### config.mk
export PLATFORM = sky130hd
export DESIGN_NAME = cp0_exc_ctrl_flat
export DESIGN_NICKNAME = d
export VERILOG_FILES = /design/src/rtl/cp0_exc_ctrl_pkg.sv /design/src/rtl/cp0_exc_ctrl_if.sv /design/src/rtl/cp0_exc_ctrl_timer.sv /design/src/rtl/cp0_exc_ctrl.sv /design/src/flat_wrapper.sv
export SDC_FILE = /design/constraint.sdc
export NUM_CORES = 1
export LEC_CHECK = 0
export ABC_AREA = 1
export CAP_MARGIN = 0
export CORE_ASPECT_RATIO = 0.75
export CORE_MARGIN = 5
export CORE_UTILIZATION = 35
export CTS_CLUSTER_DIAMETER = 150
export DETAILED_ROUTE_END_ITERATION = 7
export PLACE_DENSITY = 0.77
export REMOVE_ABC_BUFFERS = 1
export SLEW_MARGIN = 20
export SYNTH_ARGS = -nofsm -noshare
export SYNTH_HDL_FRONTEND = slang
export SYNTH_HIERARCHICAL = 1
export SYNTH_SLANG_ARGS = --single-unit
### constraint.sdc
create_clock -name clk -period 1.9 [get_ports clk]
set_input_delay 0.38 -clock clk [delete_from_list [all_inputs] [get_ports clk]]
set_output_delay 0.38 -clock clk [all_outputs]
set_load 0.02 [all_outputs]
### src/rtl/cp0_exc_ctrl_pkg.sv
// Shared constants and types for the CP0 exception controller: ExcCode values,
// MTC0 register addresses of the timer, the exception vector and the FSM state type.
package cp0_exc_ctrl_pkg;

    localparam logic [4:0] EXC_INT  = 5'h00;
    localparam logic [4:0] EXC_ADEL = 5'h04;
    localparam logic [4:0] EXC_ADES = 5'h05;
    localparam logic [4:0] EXC_SYS  = 5'h08;
    localparam logic [4:0] EXC_BP   = 5'h09;
    localparam logic [4:0] EXC_RI   = 5'h0a;
    localparam logic [4:0] EXC_OV   = 5'h0c;

    localparam logic [5:0] cp0addr_Count   = 6'd9;
    localparam logic [5:0] cp0addr_Compare = 6'd11;

    localparam logic [31:0] EXC_VECTOR = 32'hBFC0_0380;

    typedef enum logic [1:0] {
        IDLE       = 2'd0,
        EXC_FLUSH  = 2'd1,
        ERET_FLUSH = 2'd2
    } exc_state_t;

endpackage

### src/rtl/cp0_exc_ctrl_if.sv
// Write-back stage to CP0 handshake: the committing instruction with its exception
// info, plus the pipeline redirect (flush) handshake.
interface cp0_exc_ctrl_if;
    logic        ws_valid;
    logic        ws_ex;
    logic [4:0]  ws_exccode;
    logic        ws_bd;
    logic        ws_eret;
    logic [31:0] ws_pc;
    logic [31:0] ws_badvaddr;
    logic        ws_ready;
    logic        flush_req;
    logic [31:0] flush_pc;
    logic        flush_ack;

    modport master (
        output ws_valid, ws_ex, ws_exccode, ws_bd, ws_eret, ws_pc, ws_badvaddr, flush_ack,
        input  ws_ready, flush_req, flush_pc
    );

    modport slave (
        input  ws_valid, ws_ex, ws_exccode, ws_bd, ws_eret, ws_pc, ws_badvaddr, flush_ack,
        output ws_ready, flush_req, flush_pc
    );
endinterface

### src/rtl/cp0_exc_ctrl_timer.sv
// CP0 Count/Compare timer: Count advances every second clock, Equal pulses when it
// reaches Compare. Only instantiated when CP0_TIMER_EN is defined.
module cp0_timer
    import cp0_exc_ctrl_pkg::*;
(
    input  logic        clk,
    input  logic        rst_n,
    input  logic        mtc0_we,
    input  logic [5:0]  cp0_addr,
    input  logic [31:0] mtc0_data,
    output logic        equal,
    output logic [31:0] count_data,
    output logic [31:0] compare_data
);

    logic half;
    logic write_count;
    logic write_compare;

    assign write_count   = mtc0_we && (cp0_addr == cp0addr_Count);
    assign write_compare = mtc0_we && (cp0_addr == cp0addr_Compare);

    // Equal looks at the value Count is about to take, so it rises together with the match.
    always_ff @(posedge clk or negedge rst_n) begin
        if (!rst_n) begin
            half         <= 1'b0;
            count_data   <= 32'd0;
            compare_data <= 32'd0;
            equal        <= 1'b0;
        end else begin
            if (write_count) begin
                count_data <= mtc0_data;
                half       <= 1'b0;
            end else begin
                half <= ~half;
                if (half) begin
                    count_data <= count_data + 32'd1;
                end
            end
            if (write_compare) begin
                compare_data <= mtc0_data;
            end
            equal <= half && !write_count && !write_compare
                     && ((count_data + 32'd1) == compare_data);
        end
    end

endmodule

### src/rtl/cp0_exc_ctrl.sv
// CP0 exception/ERET commit controller with pipeline flush handshake.
// Optional Count/Compare timer is built in when CP0_TIMER_EN is defined.
module cp0_exc_ctrl
    import cp0_exc_ctrl_pkg::*;
(
    input  logic         clk,
    input  logic         rst_n,
    cp0_exc_ctrl_if.slave ws,
    input  logic         status_ie,
    input  logic         status_exl,
    input  logic [7:0]   status_im,
    input  logic [7:0]   cause_ip,
    input  logic [31:0]  epc,
    input  logic         mtc0_we,
    input  logic [5:0]   cp0_addr,
    input  logic [31:0]  mtc0_data,
    output logic         exception,
    output logic [4:0]   exc_code,
    output logic         bd,
    output logic         eret_flush,
    output logic [31:0]  exc_pc,
    output logic [31:0]  exc_badvaddr,
    output logic         int_pending,
    output logic         equal,
    output logic [31:0]  count_data,
    output logic [31:0]  compare_data
);

    exc_state_t state;
    exc_state_t next_state;
    logic       take_exc;
    logic       take_eret;

    assign int_pending = status_ie && !status_exl && (|(cause_ip & status_im));

    // Interrupts outrank a synchronous exception, which outranks eret.
    assign take_exc  = (state == IDLE) && ws.ws_valid && (int_pending || ws.ws_ex);
    assign take_eret = (state == IDLE) && ws.ws_valid && !int_pending && !ws.ws_ex
                       && ws.ws_eret;

    always_ff @(posedge clk or negedge rst_n) begin
        if (!rst_n) begin
            state <= IDLE;
        end else begin
            state <= next_state;
        end
    end

    always_comb begin
        next_state = state;
        case (state)
            IDLE: begin
                if (take_exc) begin
                    next_state = EXC_FLUSH;
                end else if (take_eret) begin
                    next_state = ERET_FLUSH;
                end
            end
            EXC_FLUSH, ERET_FLUSH: begin
                if (ws.flush_ack) begin
                    next_state = IDLE;
                end
            end
            default: next_state = IDLE;
        endcase
    end

    always_comb begin
        ws.ws_ready  = (state == IDLE);
        ws.flush_req = (state != IDLE);
    end

    // Commit pulses and payload; flush_pc is captured on entry so EPC may change underneath.
    always_ff @(posedge clk or negedge rst_n) begin
        if (!rst_n) begin
            exception    <= 1'b0;
            eret_flush   <= 1'b0;
            exc_code     <= 5'd0;
            bd           <= 1'b0;
            exc_pc       <= 32'd0;
            exc_badvaddr <= 32'd0;
            ws.flush_pc  <= 32'd0;
        end else begin
            exception  <= take_exc;
            eret_flush <= take_eret;
            if (take_exc) begin
                exc_code     <= int_pending ? EXC_INT : ws.ws_exccode;
                bd           <= ws.ws_bd;
                exc_pc       <= ws.ws_pc;
                exc_badvaddr <= ws.ws_badvaddr;
                ws.flush_pc  <= EXC_VECTOR;
            end else if (take_eret) begin
                ws.flush_pc  <= epc;
            end
        end
    end

`ifdef CP0_TIMER_EN
    cp0_timer u_timer (
        .clk          (clk),
        .rst_n        (rst_n),
        .mtc0_we      (mtc0_we),
        .cp0_addr     (cp0_addr),
        .mtc0_data    (mtc0_data),
        .equal        (equal),
        .count_data   (count_data),
        .compare_data (compare_data)
    );
`else
    logic timer_unused;
    assign timer_unused = &{1'b0, mtc0_we, cp0_addr, mtc0_data};
    assign equal        = 1'b0;
    assign count_data   = 32'd0;
    assign compare_data = 32'd0;
`endif

endmodule

### src/flat_wrapper.sv
// flat-port wrapper written by rule: the top's interface ports become plain ports
module cp0_exc_ctrl_flat import cp0_exc_ctrl_pkg::*;
  (clk, rst_n, status_ie, status_exl, status_im, cause_ip, epc, mtc0_we, cp0_addr, mtc0_data, exception, exc_code, bd, eret_flush, exc_pc, exc_badvaddr, int_pending, equal, count_data, compare_data, ws_ws_valid, ws_ws_ex, ws_ws_exccode, ws_ws_bd, ws_ws_eret, ws_ws_pc, ws_ws_badvaddr, ws_flush_ack, ws_ws_ready, ws_flush_req, ws_flush_pc);
  cp0_exc_ctrl_if ws_i ();
  input  logic clk;
  input  logic rst_n;
  input  logic status_ie;
  input  logic status_exl;
  input  logic [7:0] status_im;
  input  logic [7:0] cause_ip;
  input  logic [31:0] epc;
  input  logic mtc0_we;
  input  logic [5:0] cp0_addr;
  input  logic [31:0] mtc0_data;
  output logic exception;
  output logic [4:0] exc_code;
  output logic bd;
  output logic eret_flush;
  output logic [31:0] exc_pc;
  output logic [31:0] exc_badvaddr;
  output logic int_pending;
  output logic equal;
  output logic [31:0] count_data;
  output logic [31:0] compare_data;
  input wire logic [$bits(ws_i.ws_valid)-1:0] ws_ws_valid;
  input wire logic [$bits(ws_i.ws_ex)-1:0] ws_ws_ex;
  input wire logic [$bits(ws_i.ws_exccode)-1:0] ws_ws_exccode;
  input wire logic [$bits(ws_i.ws_bd)-1:0] ws_ws_bd;
  input wire logic [$bits(ws_i.ws_eret)-1:0] ws_ws_eret;
  input wire logic [$bits(ws_i.ws_pc)-1:0] ws_ws_pc;
  input wire logic [$bits(ws_i.ws_badvaddr)-1:0] ws_ws_badvaddr;
  input wire logic [$bits(ws_i.flush_ack)-1:0] ws_flush_ack;
  output wire logic [$bits(ws_i.ws_ready)-1:0] ws_ws_ready;
  output wire logic [$bits(ws_i.flush_req)-1:0] ws_flush_req;
  output wire logic [$bits(ws_i.flush_pc)-1:0] ws_flush_pc;
  assign ws_i.ws_valid = ws_ws_valid;
  assign ws_i.ws_ex = ws_ws_ex;
  assign ws_i.ws_exccode = ws_ws_exccode;
  assign ws_i.ws_bd = ws_ws_bd;
  assign ws_i.ws_eret = ws_ws_eret;
  assign ws_i.ws_pc = ws_ws_pc;
  assign ws_i.ws_badvaddr = ws_ws_badvaddr;
  assign ws_i.flush_ack = ws_flush_ack;
  assign ws_ws_ready = ws_i.ws_ready;
  assign ws_flush_req = ws_i.flush_req;
  assign ws_flush_pc = ws_i.flush_pc;
  cp0_exc_ctrl u_core (.clk(clk), .rst_n(rst_n), .ws(ws_i), .status_ie(status_ie), .status_exl(status_exl), .status_im(status_im), .cause_ip(cause_ip), .epc(epc), .mtc0_we(mtc0_we), .cp0_addr(cp0_addr), .mtc0_data(mtc0_data), .exception(exception), .exc_code(exc_code), .bd(bd), .eret_flush(eret_flush), .exc_pc(exc_pc), .exc_badvaddr(exc_badvaddr), .int_pending(int_pending), .equal(equal), .count_data(count_data), .compare_data(compare_data));
endmodule
### Where the registers sit, run 1

Other sequential cells in the stronger grey, the rest of the logic in the fainter grey.
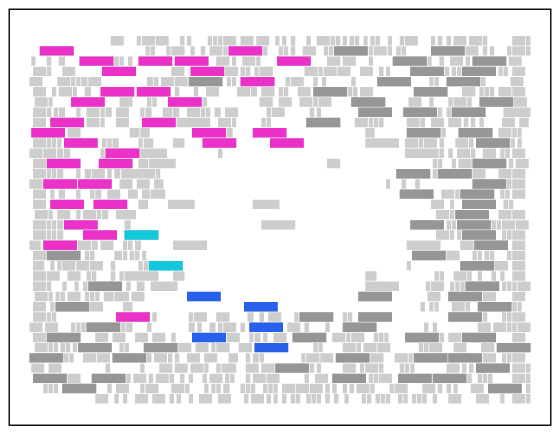
u_core/ws.flush_pc -> magenta  # placed flops 32
u_core/exc_code -> blue  # placed flops 5, where bottom centre
u_core/state -> cyan  # placed flops 2
not coloured = 67
power in sequential cells: 3.68 mW
Reg area: 0.00265 mm2
flip-flop and latch share of the layout cell area: 36.4%

### Signal wires by layer, run 1

Only two layers are drawn.
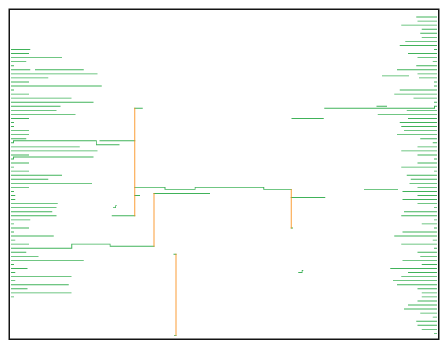
M3 -> green  # wire length 1480 um
M4 -> orange  # wire length 93.8 um
Routed Wire Length: 13300 um
WL per Instance: 13.9 um
total via count after detailed routing: 4006
gr usage total: 15.9%

==> run notes, run 1 <==
Results of the flow run.

The proportion of final cell area spent on non-clock buffers stands at 34.6%. Cells with a size suffix above 1 make up 5.47% of the layout. The run finished with clean final reports.

The transition time at the pin with the least slew margin stands at 0.563 ns. Among the non-sequential cells, simple AND/OR/NAND/NOR gates take the most area. Non-clock buffers in the final layout number 250. The number of global-route vias before repair was 3861.

The average cell area after synthesis stands at 8.59 um2. Per the final timing report, the hold violations number 0. The setup clock skew after layout stands at 0.00835 ns. Clock tree buffers and inverters occupy 3.67% of the routed design's cell area. In this run the clock root is driven by a clkbuf_16. In this run the worst hold path is classified as in2async. Across the run, the number of max-cap violations was 0.

The total buffers and inverters traversed by the critical path stands at 4. The worst path needs 1.78 ns of the cycle, external delays included. In this run the cell area of the synthesized design comes to 0.00468 mm2.

After global routing the overflow that remains totals 0. The number of inserted filler cells in the final layout stands at 1183. In this run, the number of DRC markers left after iteration 0 of detailed routing was 151. The HPWL after detailed placement is 10000 um. The tree built by TritonCTS fans out to 106 sinks. The power report puts the leakage power at 3.63 nW. The maximum number of pins on one net before global-route repair stands at 107.

The worst-case register-to-register setup slack stands at 0.27 ns. The cell that appears most often on the critical path is nand2_1. The compound-cell area share of the yosys netlist stands at 0.962%. The flip-flop and latch count after synthesis stands at 106. In this run the critical path is formed by clkdlybuf4s50_1, nand2_1, nand2_1, nor2_1, nand2_1, nand2_4, buf_4, nand2_2, nand2_4, inv_2, buf_12, nand2_1, nand2_1. The logic area stands at 0.00159 mm2. Per the detail_route report, DRC violations left total 0. The global placement routability congestion stands at 0.835. The area share of and/or/nand/nor cells after synthesis stands at 27.5%.

The overall power after layout stands at 10.5 mW. The synthesized netlist has a Yosys-reported chip area of 0.00468 mm2. Looking at the clock tree report, the maximum root-to-sink buffer count equals 2. For the worst setup path, the data required time is 2.17 ns. For reference, the clock transition at the flip-flops on the worst setup and hold paths is 0.07 ns. Summed over all failing endpoints, the final setup total negative slack is 0 ns.

The number of warnings issued by yosys stands at 6. The number of nets in the layout stands at 948. The arrival time of data at the worst endpoint is listed as 2.05 ns. The horizontal die dimension reported for this design is 144 um. Leaving out the clock tree, the finished layout contains an inverter count of 11. For this run, the register share of the synthesized area comes to 56.7%. The timing report gives the biggest stage delay along the critical path as 0.50 ns. The die is 110 um tall. After layout, the worst path uses 93.8% of the clock period. The number of nets still failing antenna checks after routing stands at 0. The repair_antennas step left the layout with diodes totalling 0. Between the synthesized netlist and the finished layout, the area growth was recorded as 55.9%.

The number of cells reported by Yosys stat comes to 545. The critical path is of the in2reg type. The number of different library cells used by synthesis comes to 18. Setup repair after global routing left no endpoint under its margin.

STA classifies the critical path startpoint as an input port. The initial antenna violation count stands at 0. The detail-routed via count per cell stands at 4.19. The synthesized instance count is 545. In the log, the iteration count for the first detailed-route pass is 4.

The post-cts hold-fix buffer tally stands at 0. After Yosys synthesis, XOR and XNOR cells account for 0% of the synthesized area. The max-slew violation total from the final report stands at 0. The end-of-flow timing check tallies setup violations at 0. The number of core rows stands at 36. Per the summary, power density relative to cell area is 1450 mW/mm2. Of the total standard cell area in the layout, the multi-input combinational portion is 21.8%. The number of multi-input combinational cells in the layout is 404. The multiplexer share of the synthesized area stands at 0%. STA classifies the critical path endpoint as a flop. CTS built an H-tree with a depth of 3.

The worst-case max-slew headroom was logged as 62.4%. According to the floorplan report, the total die area is 0.0158 mm2. Per the STA report, the cell with the highest stage delay on the worst path is clkdlybuf4s50_1.
### I/O nets highlighted, run 1

The bar under the picture is 50 um long.
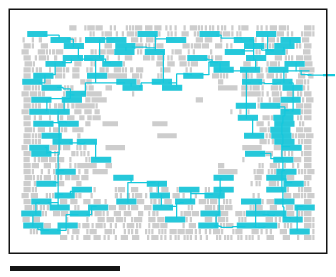
rst_n -> cyan  # direction input, end cells 106, wire 769 um
IO Port Bufs: 232
top-level I/O count: 337

## run 1: power breakdown
part	switching, mW	internal [mW]
clock network	0.829	0.893
registers	0.490	3.19
logic	2.76	2.38
## run 1: what timing repair did
item | in CTS | in global routing
pin swaps | 0 | 1
endpoints found under the setup margin | 3 | 12
setup buffers | 0 | 3
resized | 4 | 4
## run 1: placed cells by master, fill, tap and decap left out, drive strengths merged
cell	Yosys	routed
nand2	271	271
clkdlybuf4s50	0	228
dfrtp	106	106
conb	1	65
nor2	35	35
nand3	22	22
buf	87	19
inv	11	13
clkbuf	1	11
o21ai	5	5
a21oi	4	4
dlygate4sd2	0	2
clkinv	0	2
clkinvlp	0	1
nand4	1	1
ha	1	1
## run 1: metal layers
layer | track usage (%) | up-vias | part of all wire, %
met5 | 0 | - | 0
met2 | 25.5 | 164 | 46
met4 | 3.23 | 0 | 0.70
met1 | 20.4 | 1838 | 42
li1 | - | 1992 | -
met3 | 6.43 | 12 | 11
## run 1: cells in the mapped netlist
| cell | instances | area share [%] |
|---|---|---|
| nand2_2 | 1 | 0.13 |
| ha_1 | 1 | 0.27 |
| dfrtp_1 | 106 | 57 |
| nand2_1 | 268 | 21 |
| nor2_1 | 35 | 2.8 |
| buf_4 | 67 | 11 |
| o21ai_0 | 5 | 0.53 |
| buf_6 | 5 | 1.2 |
| nand3_2 | 1 | 0.21 |
| nand2_4 | 2 | 0.48 |
| nand3_1 | 21 | 2.2 |
| a21oi_1 | 4 | 0.43 |
| inv_1 | 8 | 0.64 |
| nand4_1 | 1 | 0.13 |
| conb_1 | 1 | 0.080 |
| inv_2 | 3 | 0.24 |
| buf_2 | 15 | 1.6 |
| clkbuf_1 | 1 | 0.080 |
## run 1: registers in the layout, indices dropped and copies added, names as in the netlist
name                 cells
u_core/state             2
u_core/ws.flush_pc      32
u_core/eret_flush        1
u_core/exc_code          5
u_core/exception         1
u_core/bd                1
u_core/exc_badvaddr     32
u_core/exc_pc           32
## run 1: metrics by stage
| step | util [%] | hold WS (ns) | cell area (um2) | setup slack [ns] | cells |
|---|---|---|---|---|---|
| 3_5_place_dp | 53.6 | 0.464 | 7000 | -0.297 | 939 |
| 6_report | 55.9 | 0.110 | 7300 | 0.118 | 957 |
| 5_1_grt | 55.9 | 0.165 | 7300 | 0.00102 | 957 |
| 3_3_place_gp | 53.6 | 0.461 | 7000 | -0.297 | 939 |
| 4_1_cts | 55.7 | 0.131 | 7270 | 0.00318 | 954 |
| 2_1_floorplan | - | 0.0844 | 4280 | -0.397 | 521 |
## run 1: worst paths after layout
kind | cells past startpoint | startpoint | endpoint
worst max-delay path | 13 | cause_ip[1] | u_core/exc_badvaddr[17]
worst min-delay path | 2 | rst_n | u_core/exc_badvaddr[20]
worst max register to register | 11 | u_core/state[0] | u_core/ws.flush_pc[27]
worst min register to register | 2 | u_core/exc_pc[16] | u_core/exc_pc[16]
max in group asynchronous | 2 | rst_n | u_core/exc_pc[19]
min in group clk | 2 | u_core/exc_pc[16] | u_core/exc_pc[16]
## run 1: cells by family (layout without fill, tap and decap cells)
kind of cell    after synthesis  count (layout)
simple gates                329             329
compound gates                9               9
fa+ha+maj                     1               1
flops                       106             106
buf+inv                      99             276
other cells                   1              65
### Metal 2, run 1

The bar under the picture is 50 um long.
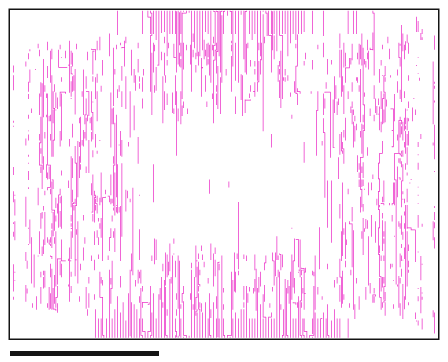

==> inputs of run 2 (changes only) <==
- CORE_MARGIN: 5 -> 3
- CORE_UTILIZATION: 35 -> 30
- CTS_CLUSTER_DIAMETER: 150 -> default
- PLACE_DENSITY: 0.77 -> 0.67
### Metal 2, run 2

The bar under the picture is 50 um long.
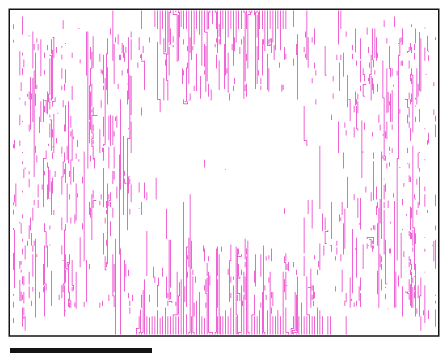
wire length on this layer = 5780 um
nets with wire on the layer = 683
longest straight run = 48.4 um
share of all routed wire = 45%
main direction = vertical
global-route track usage on met2: 22.9%
Routed Wire Length: 12800 um
total via count after detailed routing: 3920

### Where the registers sit, run 2

Other sequential cells in the stronger grey, the rest of the logic in the fainter grey.
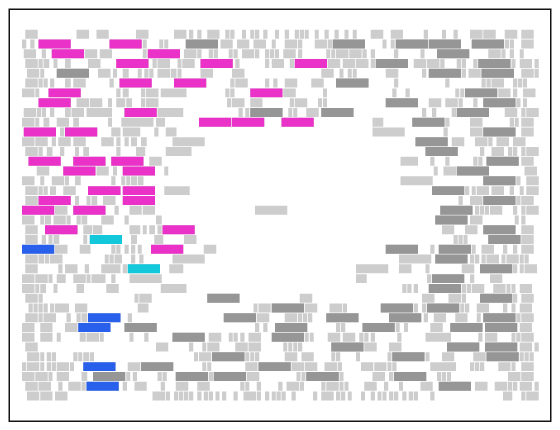
u_core/ws.flush_pc -> magenta  # placed flops 32
u_core/exc_code -> blue  # placed flops 5, where lower left
u_core/state -> cyan  # placed flops 2
flip-flop and latch share of the layout cell area: 36.0%
final cell utilization of the core: 49.6%

### Signal wires by layer, run 2

Only two layers are drawn.
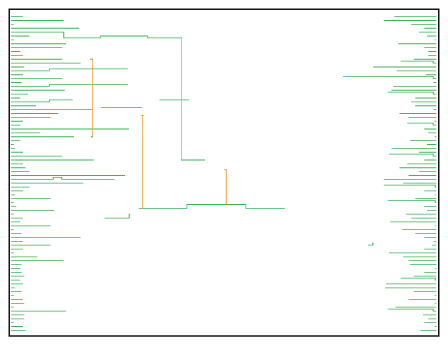
gr usage total: 14.3%
WL per Instance: 13.0 um

==> run notes, run 2 <==
Results of the flow run.

STA classifies the critical path endpoint as an output pin. The count of non-filler cells in the finished layout stands at 986 (+3.0%). The post-CTS setup buffer count was 0 (unchanged).

The I/O pin count stands at 337 (unchanged). The sequential fraction of the synthesis area stands at 56.7% (unchanged). The leakage power summed over all cells came to 3.65 nW (+0.62%).

The net switching share of the total power was 38.4% (-0.25 points). The max-slew violation total from the final report stands at 0 (unchanged). The chip area line of the yosys report stands at 0.00468 mm2 (unchanged). The violation count after the first detailed-route iteration is 156 (+3.3%). The sum of overflow across all layers after global routing came to 0 (unchanged).

The final hold slack stands at 0.387 ns (+0.278 ns). The internal portion of total power was 6.55 mW (+1.3%). In the post-synthesis netlist, the cell with the most instances is nand2_1.

The largest registers in the layout are u_core/exc_badvaddr: 32 flops, u_core/exc_pc: 32 flops, u_core/ws.flush_pc: 32 flops. Per the CTS log, the root buffer master is clkbuf_16. The amount of wire on met2 after detailed routing came to 5780 um (-6.5%). The DRC violation count after routing stands at 0 (unchanged).

The total of endpoints with negative setup slack in the final report is 0 (unchanged). The fraction of layout cells with a size suffix above 1 stands at 5.34% (-0.13 points). The number of global-route vias before repair stands at 3782 (-2.0%).

The detail-routed via count per cell is 3.98 (-5.0%). The post-synthesis cell count stands at 545 (unchanged). The setup clock skew after layout stands at 0.00785 ns (-0.000507 ns). The worst reg2reg path depth is 11 (unchanged). The number of synthesized flops with an enable pin is 0 (unchanged).

The area added between synthesis and finish stands at 57.6%. In this run the top signal layer used is met4. The number of warnings issued by yosys is 6 (unchanged). The combinational cell fraction of total power came to 48.2% (-0.5 points).

The instance count after placement with tap cells included stands at 969 (+3.2%). The library cell used most frequently in the layout, excluding fill and tap cells, is nand2_1. The number of antenna cells inserted was 0 (unchanged). The HPWL reported at the end of detailed placement came to 9730 um (-3.0%). The number of clock sinks seen by CTS stands at 106 (unchanged).

The power density normalized to cell area stands at 1440 mW/mm2 (-0.24%). The post-layout period usage of the worst path is 91.5% (-2.3 points). The global placement routability congestion stands at 0.740 (-11%).

The biggest area contributor in the post-synthesis netlist is dfrtp_1. The number of nets in the layout stands at 947 (-0.11%). The proportion of synthesized flip-flops having asynchronous set or reset stands at 100% (unchanged). The maximum ir drop on the vdd rail stands at 642 uV. The overall chip area came to 0.0172 mm2 (+8.5%). After synthesis, the most frequently instantiated cells are nand2_1, dfrtp_1, buf_4. Per the synth stats, the flop cell with the highest instance count is dfrtp_1.

The cell area after synthesis stands at 0.00468 mm2 (unchanged). The run finished with clean final reports. The maximum fanout encountered on the critical timing path stands at 5. By area the synthesized netlist is led by dfrtp_1, nand2_1, buf_4. The power share of the sequential group came to 34.4% (-0.5 points). The met1 wire length stands at 5220 um (-5.8%). The arrival time of the worst setup path came to 1.36 ns (-0.69 ns).

The number of cells in the yosys synthesis report stands at 545 (unchanged). Leaving out fill and tap cells, the most frequent cells in the layout are nand2_1, clkdlybuf4s50_1, dfrtp_1. The horizontal die size stands at 150 um (+4.7%). The flip-flop and latch count after synthesis came to 106 (unchanged).

The top-area cell type share of the netlist area was 56.7% (unchanged). The distinct cell type count of the synthesized netlist is 18 (unchanged). The number of inserted filler cells in the final layout came to 1438 (+22%). The number of core rows stands at 38 (+5.6%). TritonCTS built the clock tree. The number of endpoints with negative hold slack in the final report stands at 0 (unchanged).

The met3 wire length stands at 1690 um (+14%). The post-route minimum period came to 1.74 ns (-0.0432 ns). The worst hold path belongs to the class in2async. The initial antenna violation count stands at 0 (unchanged). The relative contribution of the clock network to total power was 17.4% (+1.1 points). The net switching component of the power is 4.08 mW (+0.21%). Setup repair after global routing left no endpoint under its margin. The die extent in y stands at 114 um (+3.7%). The number of nets still failing antenna checks after routing stands at 0 (unchanged). The total of buffers placed on input and output ports stands at 232 (unchanged). The maximum number of pins on one net before global-route repair is 57 (-47%). The required time at the worst-slack endpoint came to 1.52 ns (-0.65 ns).

The post-CTS clock slew at the launch and capture registers of the worst setup and hold paths was 0.07 ns (about the same). The aggregate negative setup slack came to 0 ns (unchanged). The largest buffer count on any clock path came to 2 (unchanged).

The critical path is of the reg2out type. The number of max-cap violations stands at 0 (unchanged). The first-pass iteration count of the detailed router stands at 4 (unchanged). The level count of the clock H-tree stands at 3 (unchanged). The average cell area after synthesis stands at 8.59 um2 (unchanged).

STA classifies the critical path startpoint as a flop.
[run 2: layer usage]
layer	track usage (%)	vias up
met4	3.90	0
met5	0	-
met3	7.24	8
met2	22.9	178
met1	17.1	1733
li1	-	2001
[run 2: what timing repair did]
item | CTS | global route
cloned | 0 | 0
gates resized | 4 | 2
setup endpoints to repair | 3 | 7
endpoints found under the hold margin | 2 | 0
hold buffers | 1 | 0
[run 2: power by group through the flow]
stage                     sequential [mW]  clock (mW)  combinational (mW)
after detailed placement             3.71           0                5.20
after floorplan                      4.86           0                1.20
after CTS                            3.67        1.94                5.20
after global routing                 3.78        2.03                5.53
after global placement               3.68           0                5.17
final                                3.66        1.85                5.12
[run 2: worst paths after layout]
kind / endpoint / slack [ns] / from
max: ws_flush_req / 0.16 / u_core/state[1]
max reg2reg: u_core/ws.flush_pc[29] / 0.26 / u_core/state[1]
min reg2reg: u_core/exc_badvaddr[28] / 0.48 / u_core/exc_badvaddr[28]
min: u_core/exc_badvaddr[15] / 0.39 / rst_n
min in group clk: u_core/exc_badvaddr[28] / 0.48 / u_core/exc_badvaddr[28]
max in group asynchronous: u_core/ws.flush_pc[16] / 1.01 / rst_n
[run 2: critical path: stages, from the launching register on]
cell	delay [ns]
dfrtp_1	0.38
inv_1	0.06
ha_2	0.21
inv_1	0.05
dlygate4sd2_1	0.32
[run 2: stage by stage]
step / total power, mW / worst slack, ns / util, % / area (um2)
floorplan: 6.07 / -0.397 / - / 4280
global placement: 8.85 / -0.272 / 47.5 / 7070
detailed placement: 8.91 / -0.264 / 47.5 / 7070
CTS: 10.8 / 0.0229 / 49.6 / 7380
global route: 11.3 / 0.0329 / 49.6 / 7380
finish: 10.6 / 0.162 / 49.6 / 7380
[run 2: layout make-up]
type                            count  area, um2  area share [%]
Clock inverter                      5       46.3           0.628
Timing Repair Buffer              249       2540            34.5
Inverter                           11       41.3           0.560
Tap cell                          200        250            3.39
Sequential cell                   106       2650            36.0
Clock buffer                       11        253            3.43
Multi-Input combinational cell    404       1590            21.6
[run 2: kinds of logic after synthesis]
| family | share of synthesized area (%) |
|---|---|
| buffers and inverters | 14.5 |
| AND-OR/OR-AND | 0.962 |
| other | 0.0801 |
| AND/OR/NAND/NOR | 27.5 |
| adder cells (fa/ha/maj) | 0.267 |
| flip-flops | 56.7 |
No activity file was given, so power comes from the tool's default toggle rates.
